--- config.mk ---
export PLATFORM = sky130hd
export DESIGN_NAME = br_arb_rr_hold
export DESIGN_NICKNAME = d
export VERILOG_FILES = /design/src/rtl/br_arb_pkg.sv /design/src/rtl/br_enc_bin2onehot.sv /design/src/rtl/br_arb_rr_hold.sv
export SDC_FILE = /design/constraint.sdc
export NUM_CORES = 1
export LEC_CHECK = 0
export CELL_PAD_IN_SITES_DETAIL_PLACEMENT = 0
export CELL_PAD_IN_SITES_GLOBAL_PLACEMENT = 1
export CORE_AREA = 2 2 39 41
export DETAILED_ROUTE_END_ITERATION = 10
export DIE_AREA = 0 0 41 43
export PLACE_DENSITY = 0.67
export SETUP_SLACK_MARGIN = 0.05
export SYNTH_ARGS = -nofsm -noshare
export SYNTH_HDL_FRONTEND = slang
export SYNTH_SLANG_ARGS = --single-unit
--- constraint.sdc ---
create_clock -name clk -period 2.8 [get_ports clk]
set_clock_uncertainty 0.1 [all_clocks]
set_input_delay 0.7 -clock clk [delete_from_list [all_inputs] [get_ports clk]]
set_output_delay 0.7 -clock clk [all_outputs]
set_load 0.005 [all_outputs]
--- src/rtl/br_arb_pkg.sv ---
// Shared arbiter types: grant-hold FSM state encoding.
package br_arb_pkg;
  typedef enum logic [1:0] {IDLE, HOLD, PKT} br_arb_hold_state_e;
endpackage

--- src/rtl/br_enc_bin2onehot.sv ---
// Binary index to onehot decoder.
module br_enc_bin2onehot #(
  parameter int NumValues = 2,
  localparam int BinWidth = $clog2(NumValues)
) (
  input  logic [BinWidth-1:0]  bin,
  output logic [NumValues-1:0] onehot
);
  for (genvar i = 0; i < NumValues; i++) begin : g_bit
    assign onehot[i] = (bin == BinWidth'(i));
  end
endmodule

--- src/rtl/br_arb_rr_hold.sv ---
// Round-robin arbiter that freezes its grant while the downstream channel stalls.
// Optional packet lock across beats until req_last: define BR_ARB_RR_HOLD_LAST_EN.
module br_arb_rr_hold
  import br_arb_pkg::*;
#(
  parameter int NumRequesters = 2,
  localparam int IdxWidth = $clog2(NumRequesters)
) (
  input  logic                     clk,
  input  logic                     rst,
  input  logic [NumRequesters-1:0] req_valid,
  input  logic [NumRequesters-1:0] req_last,
  output logic [NumRequesters-1:0] req_ready,
  output logic                     out_valid,
  input  logic                     out_ready,
  output logic [NumRequesters-1:0] grant,
  output logic [IdxWidth-1:0]      grant_idx
);
  br_arb_hold_state_e   state;
  logic [IdxWidth-1:0]  ptr, held_idx;
  logic [IdxWidth-1:0]  win_idx, sel_idx, nxt_ptr, cand_idx;
  logic                 found, sel_vld, pkt_done, hs;
  logic [NumRequesters-1:0] oh;
  int                   cand;

  // Rotating search starting at ptr; first valid requester wins.
  always_comb begin
    found    = 1'b0;
    win_idx  = '0;
    cand     = 0;
    cand_idx = '0;
    for (int k = 0; k < NumRequesters; k++) begin
      cand = int'(ptr) + k;
      if (cand >= NumRequesters) cand = cand - NumRequesters;
      cand_idx = IdxWidth'(cand);
      if (!found && req_valid[cand_idx]) begin
        found   = 1'b1;
        win_idx = cand_idx;
      end
    end
  end

  assign sel_idx   = (state == IDLE) ? win_idx : held_idx;
  assign sel_vld   = (state == IDLE) ? found : req_valid[held_idx];
  assign out_valid = sel_vld & ~rst;
  assign grant_idx = out_valid ? sel_idx : '0;

  br_enc_bin2onehot #(.NumValues(NumRequesters)) u_oh (
    .bin    (grant_idx),
    .onehot (oh)
  );

  assign grant     = oh & {NumRequesters{out_valid}};
  assign req_ready = grant & {NumRequesters{out_ready}};
  assign hs        = out_valid & out_ready;
  assign nxt_ptr   = (grant_idx == IdxWidth'(NumRequesters - 1)) ? '0 : grant_idx + 1'b1;

`ifdef BR_ARB_RR_HOLD_LAST_EN
  assign pkt_done = req_last[grant_idx];
`else
  logic unused_last;
  assign unused_last = ^req_last;
  assign pkt_done    = 1'b1;
`endif

  always_ff @(posedge clk) begin
    if (rst) begin
      state    <= IDLE;
      ptr      <= '0;
      held_idx <= '0;
    end else if (hs) begin
      if (pkt_done) begin
        ptr   <= nxt_ptr;
        state <= IDLE;
      end else begin
        held_idx <= grant_idx;
        state    <= PKT;
      end
    end else if (out_valid) begin
      if (state == IDLE) begin
        held_idx <= grant_idx;
        state    <= HOLD;
      end
    end else if (state == HOLD) begin
      // Held requester withdrew mid-stall: release the lock, keep priority.
      state <= IDLE;
    end
  end

  a_onehot: assert property (@(posedge clk) disable iff (rst) $onehot0(grant));
  a_stable: assert property (@(posedge clk) disable iff (rst)
    out_valid && !out_ready |=> !out_valid || $stable(grant));
  a_idx: assert property (@(posedge clk) disable iff (rst)
    int'(grant_idx) < NumRequesters);

  for (genvar i = 0; i < NumRequesters; i++) begin : g_req_hold
    a_req_hold: assert property (@(posedge clk) disable iff (rst)
      !rst && req_valid[i] && !req_ready[i] |=> req_valid[i]);
  end
endmodule

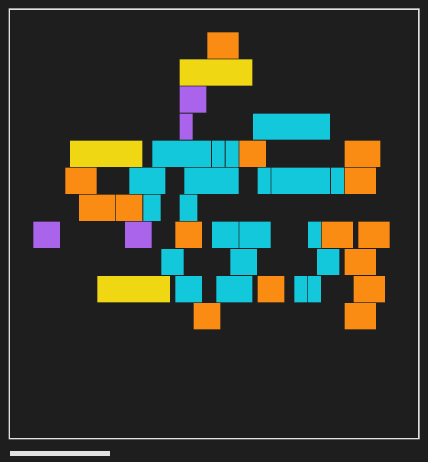
**Above:** run 1 (cell classes on the final placement).
The bar under the picture is 10 µm long.
Cyan stands for all other logic, cells 21, share of their area 44%. Purple stands for clock drivers and dummy loads, cells 4, share of their area 6.9%. Orange stands for other buffers and delay cells, cells 15, share of their area 33%. Yellow stands for flip-flops, cells 3, share of their area 16%.
Seq/total area: 0.149
FP Rows: 14
Final Util: 0.291
Core Box Area: 1380 µm²

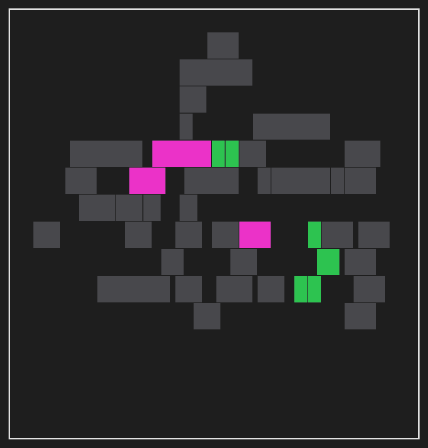
**Above:** run 1 (selected gate families).
Green stands for NOR gates, cells 6, most used nor2_1, where right middle. Magenta stands for AND-OR and OR-AND gates, cells 3.
Comb/total area: 0.401
fin cells: 59

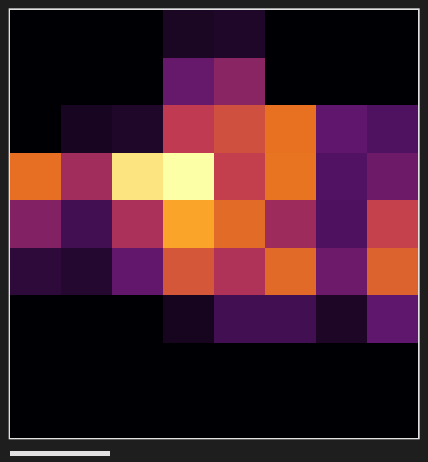
**Above:** run 1 (routed metal per tile).
The bar under the picture is 10 µm long. The die is cut into 8 by 9 equal tiles; black is low, pale yellow is high, scaled to the fullest tile. Values are wire area over tile area, all layers added.
44% of the tiles are nearly empty. 19% of the tiles are over half the peak. The fullest tile reaches 0.22.
vias post-DR: 222
WL per Instance: 8.76 µm
routed wire length: 517 µm

==> flow_summary.json, run 1 <==
{
  "crit_family": "buffers and inverters",
  "synthAoiAreaFrac": 0.324,
  "cp_data_required_time_ns": 2.00,
  "reg2regPathDepth": 4,
  "reg2reg_from": "held_idx",
  "min_to": "ptr",
  "die_h_um": 43,
  "post_cts_buffers": 0,
  "total_power_mw": 0.170,
  "fp_nets": 32,
  "cts_max_path_buffers": 2,
  "nNonClkInverters": 2,
  "ys_cells": 25,
  "rsz0062_at_grt": "false",
  "grt.busiest_layer": "met2",
  "placed_cells": 55,
  "post-route-min-period_ns": 2.61,
  "slew-limit-headroom": 0.831,
  "dpl.hpwl_um": 409,
  "area_growth_pct": 83.0,
  "p_sw_mw": 0.0438,
  "cp-end-kind": "primary output",
  "ant_nets": 0,
  "worst_pin_slew_ns": 0.253,
  "path_class": "in -> out",
  "startpoint": "rst",
  "ys_sh_xor": 0,
  "most_common_cell": "nor2_1",
  "p_sw_frac": 0.257,
  "status": "completed",
  "layout_top_cells": "dlygate4sd2_1, nor2_1, buf_4",
  "internal-power_mw": 0.127,
  "final_cell_area_um2": 403,
  "bufAreaShareNonClock": 0.317,
  "top_power_group": "clock",
  "clkLatencyLatePin_ns": 0.23,
  "setup_viol": 0,
  "pg_seq_mw": 0.0486,
  "yosysTopAreaCellShare": 0.273,
  "logic_gate_count": 19,
  "placed_cell_area_um2": 370,
  "max_freq_mhz": 383,
  "clock_sinks": 3,
  "layout.nets": 51,
  "critPathMaxStageDelay_ns": 0.42,
  "ys_top_cells_by_area": "dfxtp_1, nor2_1, o211ai_4",
  "num_antenna_cells": 0,
  "critPathSlowestCell": "clkdlybuf4s50_1"
}
--- run 2 (diff from run 1) ---
--- a/config.mk
+++ b/config.mk
@@ -10,7 +10,7 @@
 export CORE_AREA = 2 2 39 41
 export DETAILED_ROUTE_END_ITERATION = 10
 export DIE_AREA = 0 0 41 43
-export PLACE_DENSITY = 0.67
+export PLACE_DENSITY = 0.69
 export SETUP_SLACK_MARGIN = 0.05
 export SYNTH_ARGS = -nofsm -noshare
 export SYNTH_HDL_FRONTEND = slang
==> constraint.sdc (replaced) <==
create_clock -name clk -period 2.19 [get_ports clk]
set_clock_uncertainty 0.1 [all_clocks]
set_input_delay 0.5475 -clock clk [delete_from_list [all_inputs] [get_ports clk]]
set_output_delay 0.5475 -clock clk [all_outputs]
set_load 0.005 [all_outputs]
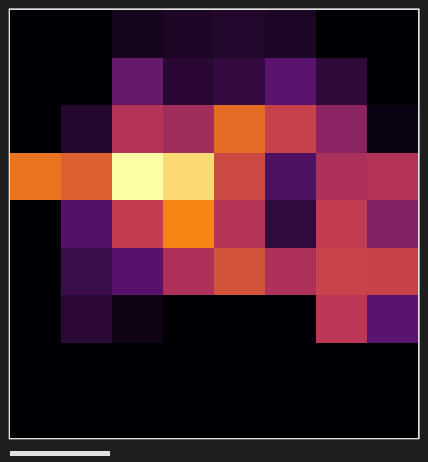
**Above:** run 2 (routed metal per tile).
The bar under the picture is 10 µm long. The die is cut into 8 by 9 equal tiles; black is low, pale yellow is high, scaled to the fullest tile. Values are wire area over tile area, all layers added.
42% of the tiles are nearly empty. The fullest tile reaches 0.24. The mean over all tiles is 0.052. 18% of the tiles are over half the peak. The emptiest ninth of the die: bottom middle.
routed wire length: 549 µm
GRT Overall Usage: 0.0812

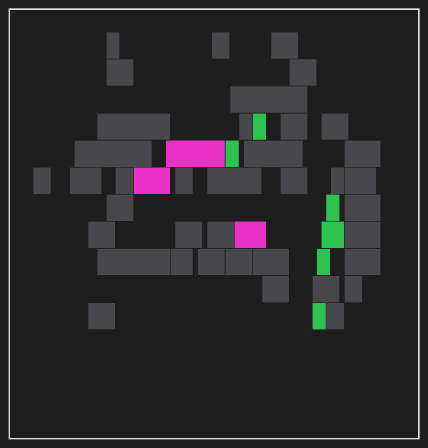
**Above:** run 2 (selected gate families).
Green stands for NOR gates, cells 6, most used nor2_1, where right middle. Magenta stands for AND-OR and OR-AND gates, cells 3.
fin cells: 63
Commonest Layout Cell: buf_4

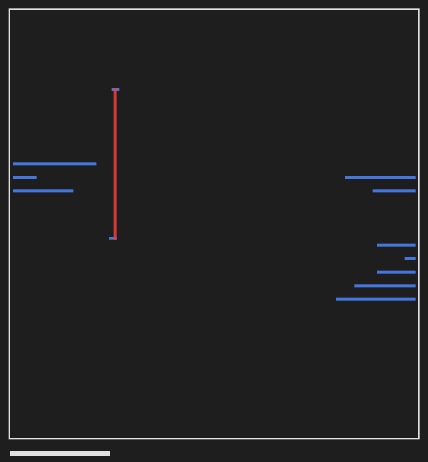
**Above:** run 2 (wiring by layer).
The bar under the picture is 10 µm long. Only two layers are drawn.
Red stands for met4, wire length 15.0 µm. Blue stands for met3, wire length 48.7 µm.

==> flow_summary.json, run 2 <==
{
  "status": "completed",
  "ys_cells": 25,
  "layout.nets": 55,
  "critPathMaxStageDelay_ns": 0.30,
  "power_frac_clock": 0.430,
  "max_freq_mhz": 477,
  "clock_sinks": 3,
  "vias": 251,
  "post-route-util": 0.305,
  "top_logic_kind": "AND-OR/OR-AND gates",
  "seq_share": 0.145,
  "wl_per_cell_um": 8.71,
  "fp_nets": 32,
  "slew-limit-headroom": 0.808,
  "die_h_um": 43,
  "rows": 14,
  "bufAreaShareNonClock": 0.344,
  "internal-power_mw": 0.167,
  "final_cell_area_um2": 422,
  "reg2reg_from": "held_idx",
  "dpl.hpwl_um": 417,
  "nNonClkInverters": 2,
  "ys_top_cells_by_area": "dfxtp_1, nor2_1, o211ai_4",
  "ys_sh_xor": 0,
  "p_sw_mw": 0.0579,
  "top_power_group": "clock",
  "ant_nets": 0,
  "min_path_cells": 2,
  "post_cts_buffers": 3,
  "grt.busiest_layer": "met2",
  "fillerInstances": 157,
  "tap-cell-count": 16,
  "startpoint": "req_valid[0]",
  "drc": 0,
  "yosysTopAreaCellShare": 0.273,
  "logic_gate_count": 19,
  "total_power_mw": 0.224,
  "path_class": "in -> out",
  "cts_max_path_buffers": 2,
  "cp-end-kind": "primary output",
  "wl_met1_um": 243,
  "pg_seq_mw": 0.0624,
  "num_antenna_cells": 0,
  "synthAoiAreaFrac": 0.324,
  "setup_viol": 0,
  "worst_pin_slew_ns": 0.288,
  "area_growth_pct": 91.5,
  "critPathSlowestCell": "mux2_4",
  "comb_share": 0.383,
  "crit_family": "buffers and inverters",
  "layout_top_cells": "buf_4, nor2_1, buf_2",
  "p_sw_frac": 0.258,
  "rsz0062_at_grt": "false",
  "clkLatencyLatePin_ns": 0.23,
  "synthFlopType": "dfxtp_1",
  "placed_cells": 55,
  "core_area_um2": 1380,
  "post-route-min-period_ns": 2.10,
  "reg2regPathDepth": 5,
  "synth_seq_share": 0.273,
  "cp_data_required_time_ns": 1.54,
  "placed_cell_area_um2": 370,
  "most_common_cell": "nor2_1"
}
